Figure 1. Signal wires on met2.
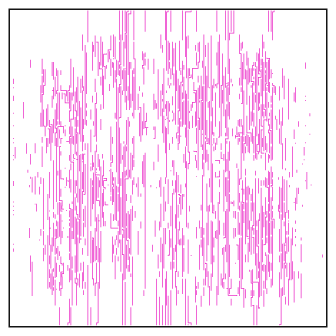
Figure 2. Signal wires on met1.
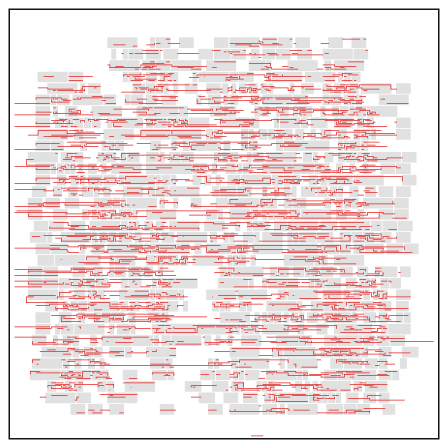
<file path="config.mk">
export PLATFORM = sky130hd
export DESIGN_NAME = core_hazard_ctrl
export DESIGN_NICKNAME = d
export VERILOG_FILES = /design/src/rtl/core_hazard_ctrl_pkg.sv /design/src/rtl/core_hazard_slot.sv /design/src/rtl/core_hazard_ctrl.sv
export SDC_FILE = /design/constraint.sdc
export NUM_CORES = 1
export LEC_CHECK = 0
export ABC_CLOCK_PERIOD_IN_PS = 3200
export CORE_MARGIN = 4
export CORE_UTILIZATION = 51
export DETAILED_ROUTE_END_ITERATION = 16
export GPL_TIMING_DRIVEN = 0
export PLACE_DENSITY_LB_ADDON = 0.2
export SLEW_MARGIN = 20
export SYNTH_ARGS = -nofsm -noshare
export SYNTH_HDL_FRONTEND = slang
export SYNTH_SLANG_ARGS = --single-unit
</file>
<file path="constraint.sdc">
create_clock -name clock -period 3.2 [get_ports clock]
set_clock_uncertainty 0.2 [all_clocks]
set_input_delay 0.8 -clock clock [delete_from_list [all_inputs] [get_ports clock]]
set_output_delay 0.8 -clock clock [all_outputs]
set_load 0.02 [all_outputs]
</file>
<file path="src/rtl/core_hazard_ctrl_pkg.sv">
// core_hazard_ctrl_pkg
//   Shared definitions for the pipeline hazard controller: forwarding source
//   codes, shadow-entry field widths and the width helpers used to size the
//   forwarding selects and the performance counters.
package core_hazard_ctrl_pkg;

    // Forwarding source codes; code s selects tracked stage s.
    localparam int unsigned FWD_RF = 0;
    localparam int unsigned FWD_A  = 1;
    localparam int unsigned FWD_C  = 2;
    localparam int unsigned FWD_W  = 3;

    // Shadow-entry flag field widths.
    localparam int unsigned ENT_IS_WB_W   = 1;
    localparam int unsigned ENT_IS_LOAD_W = 1;

    typedef struct packed {
        logic [ENT_IS_WB_W-1:0]   is_wb;
        logic [ENT_IS_LOAD_W-1:0] is_load;
    } ent_flags_t;

    // Width of one forwarding select: must encode 0 (regfile) .. depth.
    function automatic int unsigned fs_width(input int unsigned depth);
        return $clog2(depth + 1);
    endfunction

    // A counter width of 0 means "size to the datapath".
    function automatic int unsigned cnt_width(input int unsigned cnt_w, input int unsigned xlen);
        return (cnt_w == 0) ? xlen : cnt_w;
    endfunction

endpackage

</file>
<file path="src/rtl/core_hazard_slot.sv">
// core_hazard_slot
//   One shadow pipeline stage of the hazard controller. Holds the entry
//   {valid, rd, is_wb, is_load} of the instruction currently in that stage and
//   compares it against every D-stage source index.
// Ports
//   clock, reset        core clock, synchronous active-high reset
//   hold                keep the current entry instead of taking in_*
//   in_valid/rd/flags   entry presented by the previous stage (or by D)
//   rs, rs_used         D-stage source indices and their read-enables
//   valid, rd, flags    registered entry, forwarded to the next stage
//   match               per read port: this entry is a writer of that source
module core_hazard_slot
    import core_hazard_ctrl_pkg::*;
#(
    parameter int unsigned REG_W = 5,
    parameter int unsigned NREAD = 2
) (
    input  logic                   clock,
    input  logic                   reset,
    input  logic                   hold,
    input  logic                   in_valid,
    input  logic [REG_W-1:0]       in_rd,
    input  ent_flags_t             in_flags,
    input  logic [NREAD*REG_W-1:0] rs,
    input  logic [NREAD-1:0]       rs_used,
    output logic                   valid,
    output logic [REG_W-1:0]       rd,
    output ent_flags_t             flags,
    output logic [NREAD-1:0]       match
);

    logic             valid_q, valid_d;
    logic [REG_W-1:0] rd_q, rd_d;
    ent_flags_t       flags_q, flags_d;
    logic             writer;

    always_comb begin
        valid_d = valid_q;
        rd_d    = rd_q;
        flags_d = flags_q;
        if (!hold) begin
            valid_d = in_valid;
            rd_d    = in_rd;
            flags_d = in_flags;
        end
    end

    always_ff @(posedge clock) begin
        if (reset) begin
            valid_q <= 1'b0;
            rd_q    <= '0;
            flags_q <= '0;
        end else begin
            valid_q <= valid_d;
            rd_q    <= rd_d;
            flags_q <= flags_d;
        end
    end

    // x0 is never a real destination, so it never produces a writer.
    assign writer = valid_q & flags_q.is_wb & (rd_q != '0);

    // A zero source index can never match because writers exclude rd = 0.
    always_comb begin
        match = '0;
        for (int unsigned k = 0; k < NREAD; k++) begin
            match[k] = writer & rs_used[k] & (rs[k*REG_W +: REG_W] == rd_q);
        end
    end

    assign valid = valid_q;
    assign rd    = rd_q;
    assign flags = flags_q;

endmodule

</file>
<file path="src/rtl/core_hazard_ctrl.sv">
// core_hazard_ctrl
//   Pipeline hazard controller for the in-order core. Shadows every in-flight
//   instruction between D and write-back, picks the D-stage forwarding source
//   per read port, and raises stall/bubble/hold/flush for memory waits,
//   load-use hazards and taken branches.
// Ports
//   clock, reset                 core clock, synchronous active-high reset
//   d_valid, d_rd, d_is_wb,
//   d_is_load                    instruction currently in D
//   d_rs, d_rs_used              D source indices (port k at [k*REG_W +: REG_W])
//   br_en                        taken branch resolved in D
//   mem_req, mem_ready           C-stage memory access and its completion
//   stall_fd                     hold PC and F-D register
//   bubble_da                    inject an invalid entry into D-A
//   hold_pipe                    freeze D-A, A-C and C-W
//   flush_fd                     invalidate F-D at the next edge
//   fwd_sel                      per port: 0 = regfile, s = tracked stage s
//   inflight                     shadow valid bits, bit s-1 = stage s
//   stall_cnt, flush_cnt         saturating performance counters
module core_hazard_ctrl
    import core_hazard_ctrl_pkg::*;
#(
    parameter int unsigned XLEN       = 32,
    parameter int unsigned REG_W      = 5,
    parameter int unsigned NREAD      = 2,
    parameter int unsigned DEPTH      = 3,
    parameter int unsigned LOAD_STAGE = 2,
    parameter int unsigned CNT_W      = 32
) (
    input  logic                                   clock,
    input  logic                                   reset,
    input  logic                                   d_valid,
    input  logic [REG_W-1:0]                       d_rd,
    input  logic                                   d_is_wb,
    input  logic                                   d_is_load,
    input  logic [NREAD*REG_W-1:0]                 d_rs,
    input  logic [NREAD-1:0]                       d_rs_used,
    input  logic                                   br_en,
    input  logic                                   mem_req,
    input  logic                                   mem_ready,
    output logic                                   stall_fd,
    output logic                                   bubble_da,
    output logic                                   hold_pipe,
    output logic                                   flush_fd,
    output logic [NREAD*fs_width(DEPTH)-1:0]       fwd_sel,
    output logic [DEPTH-1:0]                       inflight,
    output logic [cnt_width(CNT_W, XLEN)-1:0]      stall_cnt,
    output logic [cnt_width(CNT_W, XLEN)-1:0]      flush_cnt
);

    localparam int unsigned FS_W = fs_width(DEPTH);
    localparam int unsigned CW   = cnt_width(CNT_W, XLEN);

    // Shadow chain: in_* feeds slot s, s_* is what slot s holds.
    logic [DEPTH-1:0] in_valid;
    logic [REG_W-1:0] in_rd   [DEPTH];
    ent_flags_t       in_flags[DEPTH];
    logic [DEPTH-1:0] s_valid;
    logic [REG_W-1:0] s_rd    [DEPTH];
    ent_flags_t       s_flags [DEPTH];
    logic [NREAD-1:0] s_match [DEPTH];

    logic mem_wait;
    logic load_hit;
    logic load_use;

    logic [CW-1:0] stall_cnt_q, stall_cnt_d;
    logic [CW-1:0] flush_cnt_q, flush_cnt_d;

    always_comb begin
        in_valid    = '0;
        in_valid[0] = d_valid & ~bubble_da;
        in_rd[0]    = d_rd;
        in_flags[0] = '{is_wb: d_is_wb, is_load: d_is_load};
        for (int unsigned s = 1; s < DEPTH; s++) begin
            in_valid[s] = s_valid[s-1];
            in_rd[s]    = s_rd[s-1];
            in_flags[s] = s_flags[s-1];
        end
    end

    for (genvar g = 0; g < DEPTH; g++) begin : g_slot
        core_hazard_slot #(
            .REG_W (REG_W),
            .NREAD (NREAD)
        ) u_slot (
            .clock    (clock),
            .reset    (reset),
            .hold     (hold_pipe),
            .in_valid (in_valid[g]),
            .in_rd    (in_rd[g]),
            .in_flags (in_flags[g]),
            .rs       (d_rs),
            .rs_used  (d_rs_used),
            .valid    (s_valid[g]),
            .rd       (s_rd[g]),
            .flags    (s_flags[g]),
            .match    (s_match[g])
        );
    end

    // Memory wait: the load/store stage is occupied and memory has not answered.
    assign mem_wait = s_valid[LOAD_STAGE-1] & mem_req & ~mem_ready;

    // Load-use: a used source is produced by a load whose data is not yet
    // forwardable (stage below LOAD_STAGE).
    always_comb begin
        load_hit = 1'b0;
        for (int unsigned s = 0; s < DEPTH; s++) begin
            if ((s + 1 < LOAD_STAGE) && s_flags[s].is_load && (|s_match[s])) begin
                load_hit = 1'b1;
            end
        end
    end

    assign load_use = ~mem_wait & load_hit;

    // Control priority: memory wait > load-use > branch.
    assign hold_pipe = mem_wait;
    assign stall_fd  = mem_wait | load_use;
    assign bubble_da = load_use;
    assign flush_fd  = ~stall_fd & d_valid & br_en;

    // Youngest eligible writer wins; non-forwardable loads are skipped.
    always_comb begin
        fwd_sel = '0;
        for (int unsigned k = 0; k < NREAD; k++) begin
            logic found;
            found = 1'b0;
            fwd_sel[k*FS_W +: FS_W] = FS_W'(FWD_RF);
            for (int unsigned s = 0; s < DEPTH; s++) begin
                if (!found && s_match[s][k] && !(s_flags[s].is_load && (s + 1 < LOAD_STAGE))) begin
                    found = 1'b1;
                    fwd_sel[k*FS_W +: FS_W] = FS_W'(s + 1);
                end
            end
        end
    end

    assign inflight = s_valid;

    // Saturating performance counters.
    always_comb begin
        stall_cnt_d = stall_cnt_q;
        flush_cnt_d = flush_cnt_q;
        if (stall_fd && (stall_cnt_q != '1)) begin
            stall_cnt_d = stall_cnt_q + CW'(1);
        end
        if (flush_fd && (flush_cnt_q != '1)) begin
            flush_cnt_d = flush_cnt_q + CW'(1);
        end
    end

    always_ff @(posedge clock) begin
        if (reset) begin
            stall_cnt_q <= '0;
            flush_cnt_q <= '0;
        end else begin
            stall_cnt_q <= stall_cnt_d;
            flush_cnt_q <= flush_cnt_d;
        end
    end

    assign stall_cnt = stall_cnt_q;
    assign flush_cnt = flush_cnt_q;

endmodule

</file>
==> flow.log <==
[flow] final metrics
[metrics] top cells by count, synth: sky130_fd_sc_hd__dfxtp_1 (86), sky130_fd_sc_hd__nand2_1 (64), sky130_fd_sc_hd__nor2_1 (59), sky130_fd_sc_hd__xor2_1 (43)
[metrics] number of cells after detailed placement: 758
[metrics] NetSw: 501 µW
[metrics] violations in the final reports: setup timing
[metrics] Core Rows: 33
[metrics] Final #Nets: 699
[metrics] CTS max path bufs: 2
[metrics] crit path DAT: 2.36 ns
[metrics] tally of buffers added on design ports: 98
[metrics] fin worst setup slack: -0.158 ns
[metrics] drt wl/cell: 16.5 µm
[metrics] number of I/O pins: 100
[metrics] r2r startpoint: g_slot[0].u_slot.rd[3]
[metrics] final core utilization: 71.4%
[metrics] number of global-route vias before repair: 4266
[metrics] instance tally after logic synthesis: 555
[metrics] number of nets still failing antenna checks after routing: 0
[metrics] number of optimization iterations in the first detailed-route pass: 4
[metrics] leak pwr: 2.07 nW
[metrics] Cell Area, Placed: 5600 µm²
[metrics] status: complete, but fails checks
[metrics] DP HPWL: 9050 µm
[metrics] final number of setup-violating endpoints: 5
[metrics] share of synthesized registers carrying an async set or reset: 0%
[metrics] nature of the critical path endpoint: output pin
[metrics] Synth area leader: sky130_fd_sc_hd__dfxtp_1
[metrics] minimum clock period after layout: 3.36 ns
[metrics] vias per inst: 5.84
[metrics] tally of unique sky130hd cells used after synthesis: 46
[metrics] core utilization at floorplan: 53.3%
[metrics] antenna violations before repair: 0
[metrics] insertion delay to the later sink of the worst-skew pair: 0.36 ns
[metrics] most numerous cell in the Yosys netlist: sky130_fd_sc_hd__dfxtp_1
-- Figure 1 (at the start) --
share of all routed wire: 48%
longest straight run: 43.5 µm

-- Figure 2 (at the start) --
main direction: horizontal
longest straight run: 40.0 µm
wire length on this layer: 5560 µm
nets with wire on the layer: 630
share of all routed wire: 43%

## power groups by stage
| stage | Clock, mW | Combinational (mW) | Sequential [mW] |
|---|---|---|---|
| 2_1_floorplan | 0 | 0.0875 | 1.13 |
| 3_3_place_gp | 0 | 0.154 | 1.13 |
| 3_5_place_dp | 0 | 0.158 | 1.13 |
| 4_1_cts | 0.830 | 0.161 | 1.11 |
| 5_1_grt | 0.874 | 0.184 | 1.11 |
| 6_report | 0.821 | 0.170 | 1.11 |
## worst max-delay path, stage by stage
cell and delay (ns):
sky130_fd_sc_hd__buf_8 0.10, sky130_fd_sc_hd__xor2_2 0.14, sky130_fd_sc_hd__nor4_2 0.27, sky130_fd_sc_hd__nand3_1 0.19, sky130_fd_sc_hd__buf_6 0.17, sky130_fd_sc_hd__or4_4 0.43, sky130_fd_sc_hd__o21a_1 0.14, sky130_fd_sc_hd__buf_6 0.13
## repair_timing
action	in CTS	in global routing
buffers inserted	7	5
pin swaps	7	6
resized	90	33
gates cloned	0	0
endpoints found under the setup margin	22	25
## cell type report
| class | instances | area, µm² | share of cell area (%) |
|---|---|---|---|
| clock buffers | 11 | 131 | 2.20 |
| flip-flops and latches | 86 | 1720 | 28.8 |
| multi-input cells | 430 | 2690 | 44.9 |
| repair buffers | 109 | 1060 | 17.8 |
| clock inverters | 4 | 72.6 | 1.21 |
| well taps | 105 | 131 | 2.20 |
| plain buffers | 27 | 144 | 2.40 |
| inverters | 9 | 33.8 | 0.564 |
## state kept, by name (all words and copies together) (netlist names)
register	flops
g_slot.u_slot.valid	3
g_slot.u_slot.flags	4
stall_cnt	32
g_slot.u_slot.rd	15
flush_cnt	32
## logic make-up (layout without fill, tap and decap cells)
kind of cell    count (synthesis)  in the layout  synth area share [%]
simple gates                  271            271                  30.6
fa+ha+maj                       2              2                 0.560
mux                             3              3                 0.756
compound gates                 87             87                  12.5
flops                          86             86                  38.5
xor+xnor                       67             67                  13.1
buf+inv                        39            160                  3.87
## worst paths after layout
check / to / slack (ns) / depth (start not counted)
worst max-delay path: fwd_sel[3] / -0.16 / 8
worst min-delay path: g_slot[2].u_slot.flags[1] / 0.29 / 2
worst max register to register: stall_cnt[27] / 0.28 / 10
worst min register to register: g_slot[2].u_slot.flags[1] / 0.29 / 2
## routing by layer
metal	wire length, µm	track usage [%]	vias up
li1	-	-	2191
met1	5560	33.3	2158
met2	6130	39.7	193
met3	1010	4.68	16
met4	155	7.36	0
met5	0	0	-
## per-stage QoR
step,power [mW],hold slack (ns)
floorplan,1.21,0.232
global placement,1.28,0.264
detailed placement,1.29,0.270
CTS,2.10,0.288
global route,2.17,0.316
finish,2.10,0.287
Power is estimated from default activity; no workload was simulated.
